### src/rtl/uart_rx.sv
// rtl/uart_rx.sv - 8N1 serial receiver with input synchronizer, mid-bit sampling and one-deep output buffer
module uart_rx #(
    parameter int CLKS_PER_BIT = 16,
    parameter int SYNC_STAGES  = 2
) (
    input  logic       clk,
    input  logic       rst,
    input  logic       rx,
    input  logic       ready,
    output logic [7:0] data_out,
    output logic       valid,
    output logic       busy,
    output logic       frame_err,
    output logic       overrun
);

    localparam int         HALF      = CLKS_PER_BIT / 2;
    localparam logic [7:0] BIT_LAST  = 8'(CLKS_PER_BIT - 1);
    localparam logic [7:0] HALF_LAST = 8'((HALF > 0) ? (HALF - 1) : 0);

    typedef enum logic [2:0] {
        IDLE,
        START,
        DATA,
        STOP,
        WAIT_HIGH
    } state_t;

    state_t                 state;
    logic [SYNC_STAGES-1:0] sync;
    logic                   rx_s;
    logic [7:0]             cnt;
    logic [3:0]             bit_idx;
    logic [7:0]             shift;

    // Sync flops reset high so a released reset never looks like a start edge.
    always_ff @(posedge clk or posedge rst) begin
        if (rst) begin
            sync <= '1;
        end else begin
            sync[0] <= rx;
            for (int i = 1; i < SYNC_STAGES; i++) begin
                sync[i] <= sync[i-1];
            end
        end
    end

    assign rx_s = sync[SYNC_STAGES-1];

    always_ff @(posedge clk or posedge rst) begin
        if (rst) begin
            state     <= IDLE;
            cnt       <= 8'd0;
            bit_idx   <= 4'd0;
            shift     <= 8'd0;
            data_out  <= 8'd0;
            valid     <= 1'b0;
            busy      <= 1'b0;
            frame_err <= 1'b0;
            overrun   <= 1'b0;
        end else begin
            frame_err <= 1'b0;
            overrun   <= 1'b0;
            if (valid && ready) begin
                valid <= 1'b0;
            end

            case (state)
                IDLE: begin
                    cnt     <= 8'd0;
                    bit_idx <= 4'd0;
                    if (!rx_s) begin
                        busy  <= 1'b1;
                        // With HALF=0 the start sample coincides with detection.
                        state <= (HALF == 0) ? DATA : START;
                    end
                end

                START: begin
                    if (cnt == HALF_LAST) begin
                        cnt <= 8'd0;
                        if (rx_s) begin
                            state <= IDLE;
                            busy  <= 1'b0;
                        end else begin
                            state <= DATA;
                        end
                    end else begin
                        cnt <= cnt + 8'd1;
                    end
                end

                DATA: begin
                    if (cnt == BIT_LAST) begin
                        cnt                 <= 8'd0;
                        shift[bit_idx[2:0]] <= rx_s;
                        if (bit_idx == 4'd7) begin
                            state <= STOP;
                        end else begin
                            bit_idx <= bit_idx + 4'd1;
                        end
                    end else begin
                        cnt <= cnt + 8'd1;
                    end
                end

                STOP: begin
                    if (cnt == BIT_LAST) begin
                        cnt     <= 8'd0;
                        bit_idx <= 4'd0;
                        if (!rx_s) begin
                            frame_err <= 1'b1;
                            state     <= WAIT_HIGH;
                        end else begin
                            state <= IDLE;
                            busy  <= 1'b0;
                            // A byte consumed this same cycle frees the buffer for the new one.
                            if (!valid || ready) begin
                                data_out <= shift;
                                valid    <= 1'b1;
                            end else begin
                                overrun <= 1'b1;
                            end
                        end
                    end else begin
                        cnt <= cnt + 8'd1;
                    end
                end

                WAIT_HIGH: begin
                    if (rx_s) begin
                        state <= IDLE;
                        busy  <= 1'b0;
                    end
                end

                default: begin
                    state <= IDLE;
                    busy  <= 1'b0;
                end
            endcase
        end
    end

endmodule

### config.mk
export PLATFORM = sky130hd
export DESIGN_NAME = uart_rx
export DESIGN_NICKNAME = d
export VERILOG_FILES = /design/src/rtl/uart_rx.sv
export SDC_FILE = /design/constraint.sdc
export NUM_CORES = 1
export LEC_CHECK = 0
export CAP_MARGIN = 20
export CORE_MARGIN = 2
export CORE_UTILIZATION = 40
export DETAILED_ROUTE_END_ITERATION = 6
export GPL_ROUTABILITY_DRIVEN = 0
export PLACE_DENSITY_LB_ADDON = 0.15
export RECOVER_POWER = 25
export SYNTH_ARGS = -nofsm -noshare
export SYNTH_HDL_FRONTEND = slang
export SYNTH_SLANG_ARGS = --single-unit
### constraint.sdc
create_clock -name clk -period 1.7 [get_ports clk]
set_input_delay 0.51 -clock clk [delete_from_list [all_inputs] [get_ports clk]]
set_output_delay 0.51 -clock clk [all_outputs]
set_load 0.05 [all_outputs]
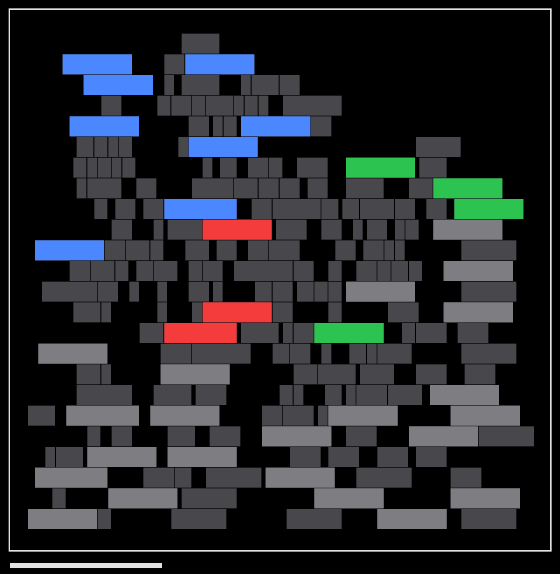
Fig. 1. Sequential cells colored by netlist name (run 1).
Bar = 20 µm. Other sequential cells in the stronger gray, the rest of the logic in the fainter gray.
Key: green = bit_idx [placed flops 4]; red = state [placed flops 3]; blue = cnt [placed flops 8]
Sequential Area: 931 µm²
Seq area share: 37.7%
fin util: 56.7%
Power Sequential: 1.11 mW

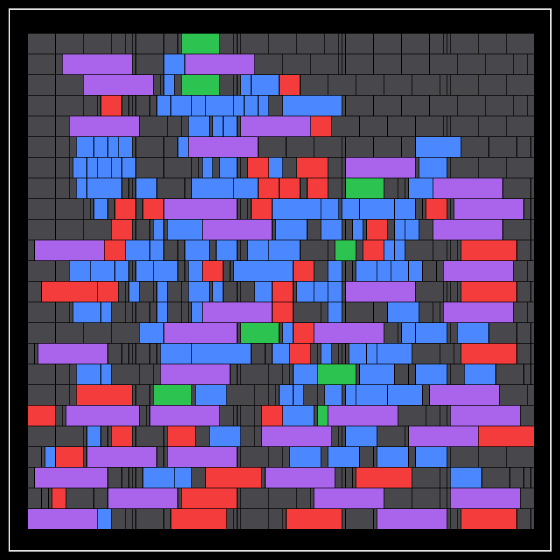
Fig. 2. Placed cells, one color a class (run 1).
Fill, decap, tap and diode cells in gray.
Key: red = remaining buffers and delay cells [cells 41, share of their area 19%]; green = clock drivers and dummy loads [cells 8, share of their area 3.9%]; blue = combinational and other logic [cells 121, share of their area 38%]; purple = sequential cells [cells 37, share of their area 39%]
Design Area, Final: 2470 µm²
Core Rows: 24
core area: 4350 µm²

==> run summary, run 1 <==
Status: finished with violations
Failing checks: setup timing
CTS clock-pin slew for the worst setup and hold paths: 0.07 ns
Worst hold path depth: 0
Yosys stat cell total: 168
Num sequential: 37
Placed Instances: 249
Non-clock buffer share of cell area: 18.9%
Final Max Tran Viols: 0
Fraction of layout cells with a size suffix above 1: 40.1%
Req. time, crit path: 1.87 ns
Clock buf count: 7
Tcrit/Tclk final: 103%
RSZ-0062 raised after global routing: yes
DP Area: 2290 µm²
Setup tns final: -0.574 ns
Sink Count: 37
First-pass GRT wire length: 6830 µm
Max Clock Skew: 0.00908 ns
Slew HR: 38.3%
Async S/R FF share, synth: 100%
Synthesized flop and latch total: 37
Vias/cell: 5.44
Vias in the first global route: 1,432
R2R cell count: 4
Hold path start: sync[0]
Logic area: 890 µm²
Register share after synthesis: 51.6%
Layout Cells excl Fill: 259
Hold_buf cts: 0
Slew at the pin with the worst max-slew slack: 0.926 ns
Chip Area, Yosys: 1800 µm²
GRT overflow: 0
Non-Clock Buffer Count: 41
Setup crit end kind: flop
Setup ws final: -0.0466 ns
Worst Hold Path EP: sync[1]
F_max: 573 MHz
Tightest Hold Check Type: flop to flop
Clock latency on the worst-skew pair: 0.29 ns
Worst R2R Start: cnt[4]
Initial antenna violation count: 0
I/O pin cnt: 16
Max-cap violations: 0
Largest net degree at the start of global routing: 38
Antenna Violating Nets Remaining: 0
Top Layout Cells: dfrtp_1 (33), buf_4 (24), mux2_2 (16)
Worst EP arrival: 1.92 ns
CTS tree: built
Gate Count Post-Synth: 168
EDFF count, synth: 0
Tot GR Track Use: 17.3%
Total CTS buffers: 5
Clock buffer depth: 2
Invs w/o clock: 6
DRC Markers: 0
Die footprint: 5050 µm²
# diodes: 0
Logic Gate Count: 115
Tap cells: 52
Synth-to-layout area growth: 37.2%
DR vias: 1,410
Die height: 71.1 µm
Pleak: 1.08 nW
Filler instances: 375
Worst r2r dst: shift[3]
Drt first pass iters: 4
R2R Setup Slk: -0.05 ns
Power Density: 1060 nW/µm²
Synth warnings: 0
Post-DP HPWL: 2840 µm
Final setup violation count: 20
Fraction of area in multi-input gates: 36.0%
Nets: 212
Count of cell types in the netlist: 44
Final min period: 1.75 ns
Tool warnings: 29
CTS root buf: clkbuf_8
Critical path startpoint category: flop
Die width: 71.1 µm
Mean post-synth cell area: 10.7 µm²
Clock buf/inv share: 3.80%
Top FF cell, synth: dfrtp_1
Routed WL: 3960 µm
H-tree depth: 2
Post-synthesis net count: 174
DR WL/cell: 15.3 µm
Most frequent logic cell in the layout: dfrtp_1
Hold Violations, Final: 0
Port bufs: 15
Initial Util: 41.3%
Biggest Area Class: flip-flops and latches
Max VDD drop: 0.000565 V
Starting DRT DRC Count: 65
Worst setup path class: flop to flop
CP Max Fanout: 6
Synthesized area: 1800 µm²
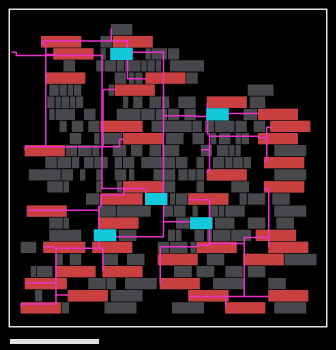
Fig. 3. Clock wires, drivers and flops (run 1).
Bar = 20 µm.
Key: cyan = clock drivers [count 5]; magenta = clock wires [length 487 µm]; red = flip-flops [count 37]
Position of the flops: all over the die.

[run 1: kinds of logic (layout without fill, tap and decap cells)]
group           after synthesis  after routing  share of synthesized area, %
simple gates                 62             62                          19.6
flops                        37             37                          51.6
compound gates               30             30                          10.8
mux                          19             19                          11.8
buf+inv                      16             55                          3.82
fa+ha+maj                     3              3                          1.95
xor+xnor                      1              1                         0.487
[run 1: critical path: stages, from the launching register on]
cell and delay, ns:
dfrtp_2 0.45, nor4_4 0.38, nand3_4 0.17, nor4_2 0.25, mux2_2 0.36
[run 1: flip-flops by register name (all words and copies together) (netlist names)]
signal,count
bit_idx,4
busy,1
cnt,8
data_out,8
frame_err,1
overrun,1
shift,8
state,3
sync,2
valid,1
[run 1: per-layer routing]
metal | part of all wire, % | vias up | global-route usage, %
met5 | 0 | - | 0
met4 | 1.8 | 0 | 6.92
met3 | 3.5 | 7 | 4.42
met2 | 51 | 25 | 27.6
met1 | 44 | 696 | 22.5
li1 | - | 682 | -
[run 1: report_power, final]
part           internal [mW]  switching [mW]
Sequential             0.989           0.119
Clock                  0.329           0.312
Combinational          0.415           0.442
[run 1: metrics by stage]
step | worst slack [ns] | power (mW) | hold slack [ns]
final | -0.0466 | 2.61 | 0.361
after global routing | -0.128 | 2.77 | 0.364
after CTS | -0.0714 | 2.58 | 0.364
after detailed placement | -0.134 | 1.91 | 0.353
after global placement | -0.110 | 1.88 | 0.347
after floorplan | -0.0147 | 1.59 | 0.345
[run 1: cell usage after synthesis, types with 2 or more instances]
| cell type | number | share of area (%) |
|---|---|---|
| dfrtp_1 | 35 | 49 |
| mux2_2 | 17 | 11 |
| nand2_1 | 12 | 2.5 |
| nor2_1 | 12 | 2.5 |
| nor3_1 | 8 | 2.2 |
| o21ai_0 | 8 | 2.2 |
| a21oi_1 | 6 | 1.7 |
| inv_1 | 6 | 1.3 |
| nand3_1 | 6 | 1.7 |
| clkbuf_1 | 5 | 1.0 |
| nor4_1 | 4 | 1.4 |
| buf_2 | 3 | 0.83 |
| or4_1 | 3 | 1.3 |
| a211oi_1 | 2 | 0.83 |
| a21o_1 | 2 | 0.83 |
| a22oi_1 | 2 | 0.83 |
| and2_1 | 2 | 0.70 |
| and3_1 | 2 | 0.70 |
| dfstp_2 | 2 | 2.9 |
| ha_1 | 2 | 1.4 |
| mux2i_1 | 2 | 1.1 |
| nand2b_1 | 2 | 0.70 |
| nand4_1 | 2 | 0.70 |
| nor2b_1 | 2 | 0.70 |
| o31ai_1 | 2 | 0.83 |
[run 1: what timing repair did]
| action | in CTS | in global routing |
|---|---|---|
| resized | 8 | 11 |
| pin swaps | 4 | 5 |
| buffers inserted | 2 | 0 |
| endpoints found under the setup margin | 21 | 27 |
[run 1: worst max path at each step]
| stage | slack, ns | endpoint | from | depth (start not counted) |
|---|---|---|---|---|
| floorplan | -0.01 | shift[1] | cnt[7] | 4 |
| global placement | -0.11 | data_out[6] | ready | 4 |
| detailed placement | -0.13 | data_out[0] | ready | 4 |
| CTS | -0.07 | shift[3] | cnt[7] | 4 |
| global route | -0.13 | shift[3] | cnt[4] | 4 |
| finish | -0.05 | shift[3] | cnt[4] | 4 |
Fig. 4: run 1, signal wires by layer
Bar = 20 µm. Two of the layers only.
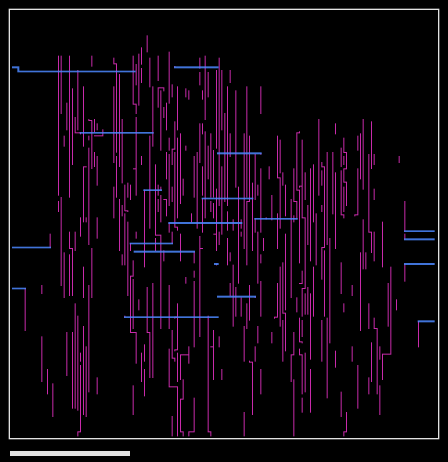

==> run 2, diff against run 1 <==
--- a/config.mk
+++ b/config.mk
@@ -7,7 +7,7 @@
 export LEC_CHECK = 0
 export CAP_MARGIN = 20
 export CORE_MARGIN = 2
-export CORE_UTILIZATION = 40
+export CORE_UTILIZATION = 45
 export DETAILED_ROUTE_END_ITERATION = 6
 export GPL_ROUTABILITY_DRIVEN = 0
 export PLACE_DENSITY_LB_ADDON = 0.15
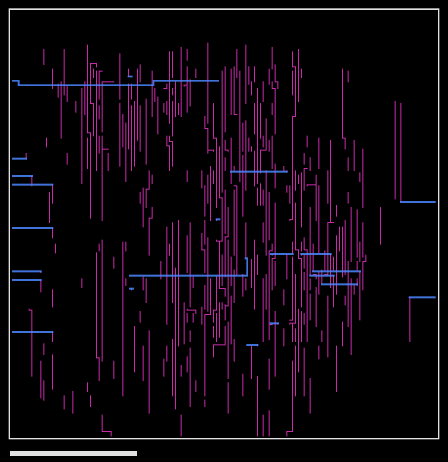
Fig. 5. Signal wires by layer (run 2).
Bar = 20 µm. Two of the layers only.
Key: magenta = metal 2 [wire length 1,760 µm]; blue = metal 3 [wire length 133 µm]

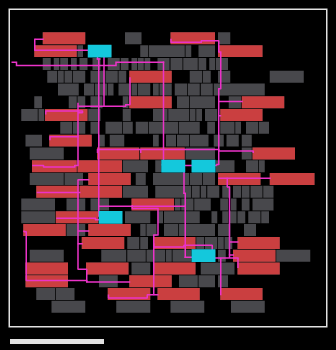
Fig. 6. Clock wires, drivers and flops (run 2).
Bar = 20 µm.
Key: cyan = clock drivers [count 5]; magenta = clock wires [length 490 µm]; red = flip-flops [count 37]
Position of the flops: all over the die.

==> run 2 against run 1 <==
  * The flow still finishes with violations (setup timing)
  * Highest routed layer unchanged
  * Register-to-register slack worse by 0.03 ns
  * Cell count down 1.2%
  * Sequential share of layout area down 0.33 points
  * Non-clock buffer count up 2
  * Synthesized cell count unchanged
==> run summary, run 2 <==
Status: finished with violations
Total CTS buffers: 5 (unchanged)
Top cells by area in the synthesized netlist: dfrtp_1 (49%), mux2_2 (11%), dfstp_2 (2.9%)
Failing checks: setup timing
H-tree depth: 2 (unchanged)
Antenna Violating Nets Remaining: 0 (unchanged)
Tot GR Track Use: 19.8% (+2.6 points)
Clock buffer depth: 2 (unchanged)
Design Area, Final: 2500 µm² (+1.2%)
Top Layout Cells: dfrtp_1 (31), buf_4 (26)
Mean post-synth cell area: 10.7 µm² (unchanged)
Top cells by count, synth: dfrtp_1 (35), mux2_2 (17), nand2_1 (12), nor2_1 (12)
Nets: 214 (+0.94%)
Area leader, netlist: dfrtp_1
Final Max Tran Viols: 0 (unchanged)
# diodes: 0 (unchanged)
Most common cell in the netlist: dfrtp_1
Largest net degree at the start of global routing: 38 (unchanged)
Pleak: 1.11 nW (+2.8%)
EDFF count, synth: 0 (unchanged)
Worst R2R Start: cnt[4]
Setup ws final: -0.0769 ns (-0.0302 ns)
Logic area: 896 µm² (+0.70%)
Filler instances: 282 (-25%)
Vias in the first global route: 1,393 (-2.7%)
Yosys stat cell total: 168 (unchanged)
Initial antenna violation count: 0 (unchanged)
Final min period: 1.78 ns (+0.0302 ns)
Max Clock Skew: 0.00587 ns (-0.00321 ns)
CTS clock-pin slew for the worst setup and hold paths: 0.07 ns (about the same)
Tightest Hold Check Type: flop to flop
Setup crit end kind: flop
Die height: 67.2 µm (-5.4%)
Hold path start: sync[0]
Hold Violations, Final: 0 (unchanged)
Core Rows: 22 (-8.3%)
Max-cap violations: 0 (unchanged)
Max VDD drop: 0.000665 V (+18%)
Die width: 67.2 µm (-5.4%)
Synthesized area: 1800 µm² (unchanged)
Synthesized flop and latch total: 37 (unchanged)
Slew at the pin with the worst max-slew slack: 0.893 ns (-0.0331 ns)
Final setup violation count: 14 (-30%)
Gate Count Post-Synth: 168 (unchanged)
Drt first pass iters: 4 (unchanged)
Worst EP arrival: 1.95 ns (+0.03 ns)
DRC Markers: 0 (unchanged)
Max-area cell share: 48.7% (unchanged)
First-pass GRT wire length: 6600 µm (-3.3%)
Synth warnings: 0 (unchanged)
Starting DRT DRC Count: 139 (+110%)
Initial Util: 48.1% (+6.7 points)
Critical path startpoint category: flop
CP Max Fanout: 8 (+2)
Post-synthesis net count: 174 (unchanged)
GRT overflow: 0 (unchanged)
Die footprint: 4520 µm² (-11%)
DR WL/cell: 14.8 µm (-3.2%)
DR vias: 1,415 (+0.35%)
Fraction of layout cells with a size suffix above 1: 38.9% (-1.2 points)
Async S/R FF share, synth: 100% (unchanged)
Count of cell types in the netlist: 44 (unchanged)
Post-DP HPWL: 2600 µm (-8.7%)
RSZ-0062 raised after global routing: yes
Sequential Area: 933 µm² (+0.27%)
Routed WL: 3790 µm (-4.3%)
Tool warnings: 29 (unchanged)
DP Area: 2280 µm² (-0.55%)
Clock latency on the worst-skew pair: 0.29 ns (about the same)
Vias/cell: 5.53 (+1.5%)
Tcrit/Tclk final: 105% (+1.8 points)
Chip Area, Yosys: 1800 µm² (unchanged)
Core area: 3740 µm² (-14%)
Biggest regs: cnt (8), data_out (8), shift (8)
F_max: 563 MHz (-1.7%)
Worst setup path class: flop to flop
Sink Count: 37 (unchanged)
Power Density: 1080 nW/µm² (+2.7%)
Power Total: 2.71 mW (+3.8%)
Most frequent logic cell in the layout: dfrtp_1
Port bufs: 15 (unchanged)
CTS tree: built
Top FF cell, synth: dfrtp_1
Slew HR: 40.5% (+2.2 points)
Register share after synthesis: 51.6% (unchanged)
I/O pin cnt: 16 (unchanged)
Synth-to-layout area growth: 38.8%
Req. time, crit path: 1.87 ns (about the same)
CTS root buf: clkbuf_8
Crit path launch: cnt[4]
Hold Slack: 0.357 ns (-0.00378 ns)
[run 2: cell types whose count changed in the layout (fill, tap and decap cells not counted), moves of 2 or more]
cell     delta
mux2_4      +4
dfrtp_1     -2
dfrtp_2     +2
or4_4       -2
nor4_4      +2
buf_4       +2
or4_1       +2
mux2_2      -4
nor4_2      -2
[run 2: power by group]
group	internal [mW]	total [mW]	switching (mW)
Clock	0.426	0.737	0.311
Combinational	0.413	0.862	0.449
Sequential	0.989	1.11	0.119
[run 2: path summary, 6_finish.rpt]
check	end	slack, ns	cells after the start
worst min register to register	sync[1]	0.36	0
worst max-delay path	data_out[0]	-0.08	4
worst max register to register	data_out[0]	-0.08	4
min in group asynchronous	cnt[2]	0.93	3
max in group asynchronous	cnt[6]	0.16	3
worst min-delay path	sync[1]	0.36	0
[run 2: cell families (layout without fill, tap and decap cells)]
family                   after synthesis  after routing  synth area share [%]
adder cells (fa/ha/maj)                3              3                  1.95
AND-OR/OR-AND                         30             30                  10.8
flip-flops                            37             37                  51.6
AND/OR/NAND/NOR                       62             62                  19.6
XOR/XNOR                               1              1                 0.487
buffers and inverters                 16             56                  3.82
multiplexers                          19             19                  11.8
[run 2: cell type report]
| type | instances | share of cell area (%) |
|---|---|---|
| clock buffer | 5 | 2.76 |
| clock inverter | 2 | 1.40 |
| tap | 48 | 2.40 |
| timing repair buffer | 43 | 19.3 |
| inverter | 6 | 0.902 |
| sequential | 37 | 37.4 |
| multi-input combinational | 115 | 35.9 |
[run 2: worst max-delay path: stages, from the launching register on]
cell and delay, ns:
dfrtp_2 0.44, nor4_4 0.40, and3_4 0.31, nand4_4 0.19, mux2_2 0.32
[run 2: layer usage]
| layer | routed length (µm) | vias up | track usage [%] |
|---|---|---|---|
| li1 | - | 688 | - |
| met3 | 133 | 9 | 3.50 |
| met4 | 76 | 0 | 8.93 |
| met5 | 0 | - | 0 |
| met1 | 1820 | 691 | 28.3 |
| met2 | 1760 | 27 | 29.6 |
[run 2: repair_timing]
action                                  4_1_cts  5_1_grt
pin swaps                                     7        6
hold buffers                                  0        0
buffers inserted                              3        2
endpoints found under the setup margin       18       25
resized                                       9       11
[run 2: stage by stage]
step           TNS, ns  std cells  setup WS, ns  util [%]
6_report        -0.660        256       -0.0769      66.7
5_1_grt          -2.57        256        -0.155      66.7
4_1_cts         -0.719        254       -0.0848      65.7
3_5_place_dp     -1.37        244        -0.105      61.0
3_3_place_gp    -0.631        244       -0.0673      61.0
2_1_floorplan  -0.0442        168       -0.0147         -
Power figures rest on the tool's default switching activity, not on a simulated workload.
